--- src/rtl/escalonador_display.sv ---
// Digit scan and display-source scheduler for the 4-digit multiplexed 7-seg display.
// Drives the digit index, blanked active-low anodes and the drink/sensor source select.
module escalonador_display #(
    parameter int unsigned DIV_SCAN     = 50000,
    parameter int unsigned BLANK_CYC    = 500,
    parameter int unsigned HOLD_FRAMES  = 250,
    parameter int unsigned ALERT_FRAMES = 500
) (
    input  logic       clk,
    input  logic       rst_n,
    input  logic       en,
    input  logic       modo_auto,
    input  logic       entrada,
    input  logic       req_sensor,
    output logic [1:0] dig_sel,
    output logic [3:0] anodo_n,
    output logic       sel_fonte,
    output logic       alerta_ativo,
    output logic       frame_tick
);

    localparam int unsigned PW = (DIV_SCAN > 1) ? $clog2(DIV_SCAN) : 1;
    localparam int unsigned HW = (HOLD_FRAMES > 1) ? $clog2(HOLD_FRAMES) : 1;
    localparam int unsigned AW = (ALERT_FRAMES > 1) ? $clog2(ALERT_FRAMES) : 1;

    localparam logic [1:0] ST_BEBIDA = 2'd0;
    localparam logic [1:0] ST_SENSOR = 2'd1;
    localparam logic [1:0] ST_ALERTA = 2'd2;

    logic [PW-1:0] presc, presc_nx;
    logic [1:0]    dig_nx;
    logic          slot_end;
    logic          frame_end;
    logic [3:0]    anodo_nx;
    logic [1:0]    state, state_nx;
    logic [HW-1:0] hold, hold_nx;
    logic [AW-1:0] alert, alert_nx;
    logic          pend, pend_nx;

    // Prescaler and digit counter; anodes derived from the values they will hold
    always_comb begin
        presc_nx  = presc;
        dig_nx    = dig_sel;
        slot_end  = (presc == PW'(DIV_SCAN - 1));
        frame_end = en & slot_end & (dig_sel == 2'd3);
        if (en) begin
            if (slot_end) begin
                presc_nx = '0;
                dig_nx   = dig_sel + 2'd1;
            end else begin
                presc_nx = presc + PW'(1);
            end
        end
        if (!en || ((32'(presc_nx) + 32'd1) <= BLANK_CYC)) begin
            anodo_nx = 4'b1111;
        end else begin
            anodo_nx = ~(4'b0001 << dig_nx);
        end
    end

    // Source FSM: decisions only at frame boundaries, pending alert has top priority
    always_comb begin
        state_nx = state;
        hold_nx  = hold;
        alert_nx = alert;
        pend_nx  = pend | req_sensor;
        if (frame_end) begin
            if (pend) begin
                state_nx = ST_ALERTA;
                pend_nx  = 1'b0;
            end else begin
                case (state)
                    ST_BEBIDA: begin
                        if (modo_auto && (hold == HW'(HOLD_FRAMES - 1))) state_nx = ST_SENSOR;
                        else if (!modo_auto && entrada)                state_nx = ST_SENSOR;
                        else if (modo_auto)                            hold_nx  = hold + HW'(1);
                        else                                           hold_nx  = '0;
                    end
                    ST_SENSOR: begin
                        if (modo_auto && (hold == HW'(HOLD_FRAMES - 1))) state_nx = ST_BEBIDA;
                        else if (!modo_auto && !entrada)               state_nx = ST_BEBIDA;
                        else if (modo_auto)                            hold_nx  = hold + HW'(1);
                        else                                           hold_nx  = '0;
                    end
                    ST_ALERTA: begin
                        if (alert == AW'(ALERT_FRAMES - 1)) begin
                            state_nx = (!modo_auto && entrada) ? ST_SENSOR : ST_BEBIDA;
                        end else begin
                            alert_nx = alert + AW'(1);
                        end
                    end
                    default: state_nx = ST_BEBIDA;
                endcase
            end
            if ((state_nx != state) || pend) begin
                hold_nx  = '0;
                alert_nx = '0;
            end
        end
    end

    always_ff @(posedge clk or negedge rst_n) begin
        if (!rst_n) begin
            presc        <= '0;
            dig_sel      <= 2'd0;
            anodo_n      <= 4'b1111;
            frame_tick   <= 1'b0;
            state        <= ST_BEBIDA;
            hold         <= '0;
            alert        <= '0;
            pend         <= 1'b0;
            sel_fonte    <= 1'b0;
            alerta_ativo <= 1'b0;
        end else begin
            presc        <= presc_nx;
            dig_sel      <= dig_nx;
            anodo_n      <= anodo_nx;
            frame_tick   <= frame_end;
            state        <= state_nx;
            hold         <= hold_nx;
            alert        <= alert_nx;
            pend         <= pend_nx;
            sel_fonte    <= (state_nx != ST_BEBIDA);
            alerta_ativo <= (state_nx == ST_ALERTA);
        end
    end

endmodule

--- config.mk ---
export PLATFORM = sky130hd
export DESIGN_NAME = escalonador_display
export DESIGN_NICKNAME = d
export VERILOG_FILES = /design/src/rtl/escalonador_display.sv
export SDC_FILE = /design/constraint.sdc
export NUM_CORES = 1
export LEC_CHECK = 0
export ABC_CLOCK_PERIOD_IN_PS = 3300
export CAP_MARGIN = 20
export CORE_MARGIN = 10
export CORE_UTILIZATION = 31
export DETAILED_ROUTE_END_ITERATION = 7
export SLEW_MARGIN = 5
export SYNTH_ARGS = -nofsm -noshare
export SYNTH_HDL_FRONTEND = slang
export SYNTH_SLANG_ARGS = --single-unit
--- constraint.sdc ---
create_clock -name clk -period 3.3 [get_ports clk]
set_input_delay 0.66 -clock clk [delete_from_list [all_inputs] [get_ports clk]]
set_output_delay 0.66 -clock clk [all_outputs]
set_load 0.05 [all_outputs]
Figure 1. Sizing map.
(3 px per um)
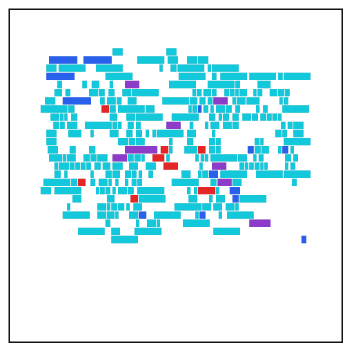
x3 and x4: marked red, cells 8, share 2.7%, most used buf_4. x6 and larger: marked purple, cells 8, share 2.7%, most used clkbuf_8. x1 and smaller: marked cyan, cells 265, share 90%, most used dfrtp_1. x2: marked blue, cells 13, share 4.4%, most used dfstp_2.

Figure 2. I/O nets highlighted.
(3 px per um)
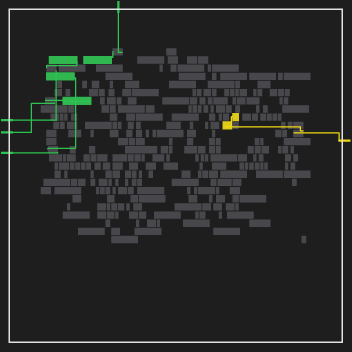
`anodo_n`: marked green, bits 4, direction output, end cells 4, wire 151 um. `entrada`: marked yellow, bits 1, direction input, end cells 2, wire 49.3 um.

==> results.txt <==
Physical design

The flow ran to the end, and the final reports show no timing, DRC or antenna violations. The total number of cells along the worst setup path stands at 9. Post-route period utilization is reported as 0.884. Setup slack on the critical path of the routed design comes to 0.384 ns. Per the timing report, the achievable frequency comes out to roughly 340 MHz. The first detailed-routing pass took 5 iterations. The total chip power stands at 1.20 mW.

The number of global-route vias before repair stands at 2041. The launch point of the critical path was reported as presc[5]. The wire-length estimate of the detail-placed layout is between 3000 and 4000 um.

After layout, the minimum clock period comes to just under 3 ns. The overall die size recorded for this design is ~12000 um^2. The area fraction of the largest cell type after synthesis is 0.404.

The mean cell area of the mapped netlist stands at between 9 and 10 um^2. STA classifies the critical path startpoint as a flop. Per the Yosys statistics, synthesis produced roughly 280 cells. The filler cell count stands at between 800 and 900.

Per the synthesis report, the dominant area consumer among library cells is sky130_fd_sc_hd__dfrtp_1. The signed area change from the synthesized netlist to the final layout stands at 14.8%. The cell sitting at the root of the clock tree is a sky130_fd_sc_hd__clkbuf_8. The proportion of power drawn by flip-flops and latches stands at 0.541. The die height stands at 111 um.

The commonest register cell is sky130_fd_sc_hd__dfrtp_1. The buffer count from post-CTS setup fixing stands at 0. TritonCTS built the clock tree. The highest fanout seen on the critical path stands at 13. The cell sequence reported for the critical path is or4b_1, or4_4, nor2_1, nand2_1, inv_2, nand2_1, nor3_1, o221ai_1, a21oi_1. The critical path ends at hold[7]. The flop count stands at 45. Looking at the gate-level netlist, the highest instance count belongs to sky130_fd_sc_hd__dfrtp_1. The worst setup path is captured at a flop. The worst register-to-register path has a depth of 9.

The timing report gives the biggest stage delay along the critical path as 0.57 ns. The timing report shows that the slowest cell on the worst path is sky130_fd_sc_hd__or4_4. The worst slew margin relative to its limit stands at 0.623. The warning total across the stage logs stands at 27. The transition time recorded at the tightest slew-check pin is roughly 0.56 ns.

The hold buffer count at CTS stands at 0. In the routed layout, each cell is associated on average with a via count of around 5.3. The post-synthesis xor/xnor area fraction stands at 0.0828.

In this run, the synthesized area fraction spent on adder and majority cells is recorded as 0.0246. The register area share after synthesis stands at 0.445. The number of clock buffers added by TritonCTS is 5. The number of nets in the finished design stands at about 300. In this run, the synthesized area fraction spent on and/or/nand/nor cells is recorded as 0.270.

The internal portion of the total power is roughly 0.88 mW. During tapcell insertion the tool placed 102 well taps. The instance area after placement stands at around 2800 um^2.
==> cells in the final DEF, fill, tap and decap left out, drive strengths merged, types with 6 or more instances in the layout <==
cell           count
a21oi             12
dfrtp             41
clkdlybuf4s50     13
nor2              25
buf                7
o21ai             18
nand3             15
xor2              10
inv               14
nand2             25
clkbuf             7
nor3               7
nand4             12
nor4               8
and2               6
xnor2             14
==> registers in the layout, indices dropped and copies added, names as in the netlist <==
| name | flops |
|---|---|
| pend | 1 |
| state | 2 |
| alert | 9 |
| anodo_n | 4 |
| alerta_ativo | 1 |
| frame_tick | 1 |
| dig_sel | 2 |
| hold | 8 |
| presc | 16 |
| sel_fonte | 1 |
==> logic make-up (layout without fill, tap and decap cells) <==
kind of cell,after synthesis,after routing
AOI/OAI and AO/OA,51,51
xor gates and xnor gates,24,24
adders and majority gates,5,5
buffers and inverters,27,42
DFF,45,45
muxes,2,2
and+or+nand+nor,125,125
==> worst min-delay path by stage <==
stage                to  slack, ns  cells after the start
2_1_floorplan  alert[0]       0.36                      0
5_1_grt         hold[4]       0.27                      1
3_3_place_gp       pend       0.52                      1
4_1_cts            pend       0.54                      1
3_5_place_dp       pend       0.53                      1
6_report        hold[4]       0.26                      1
==> routing by layer <==
metal | track usage | routed length [um] | vias up
met5 | 0 | 0 | -
met4 | 0.0259 | 72 | 0
met3 | 0.0313 | 286 | 13
met2 | 0.149 | 2770 | 55
met1 | 0.115 | 2500 | 1018
li1 | - | - | 1020
==> power by group through the flow <==
stage                     Sequential (mW)  Clock (mW)  Combinational, mW
after floorplan                     0.611           0              0.122
after global placement              0.659           0              0.112
after detailed placement            0.660           0              0.112
after CTS                           0.648       0.448              0.114
after global routing                0.658       0.480              0.132
final                               0.651       0.435              0.116
Power and IR drop assume default switching activity.
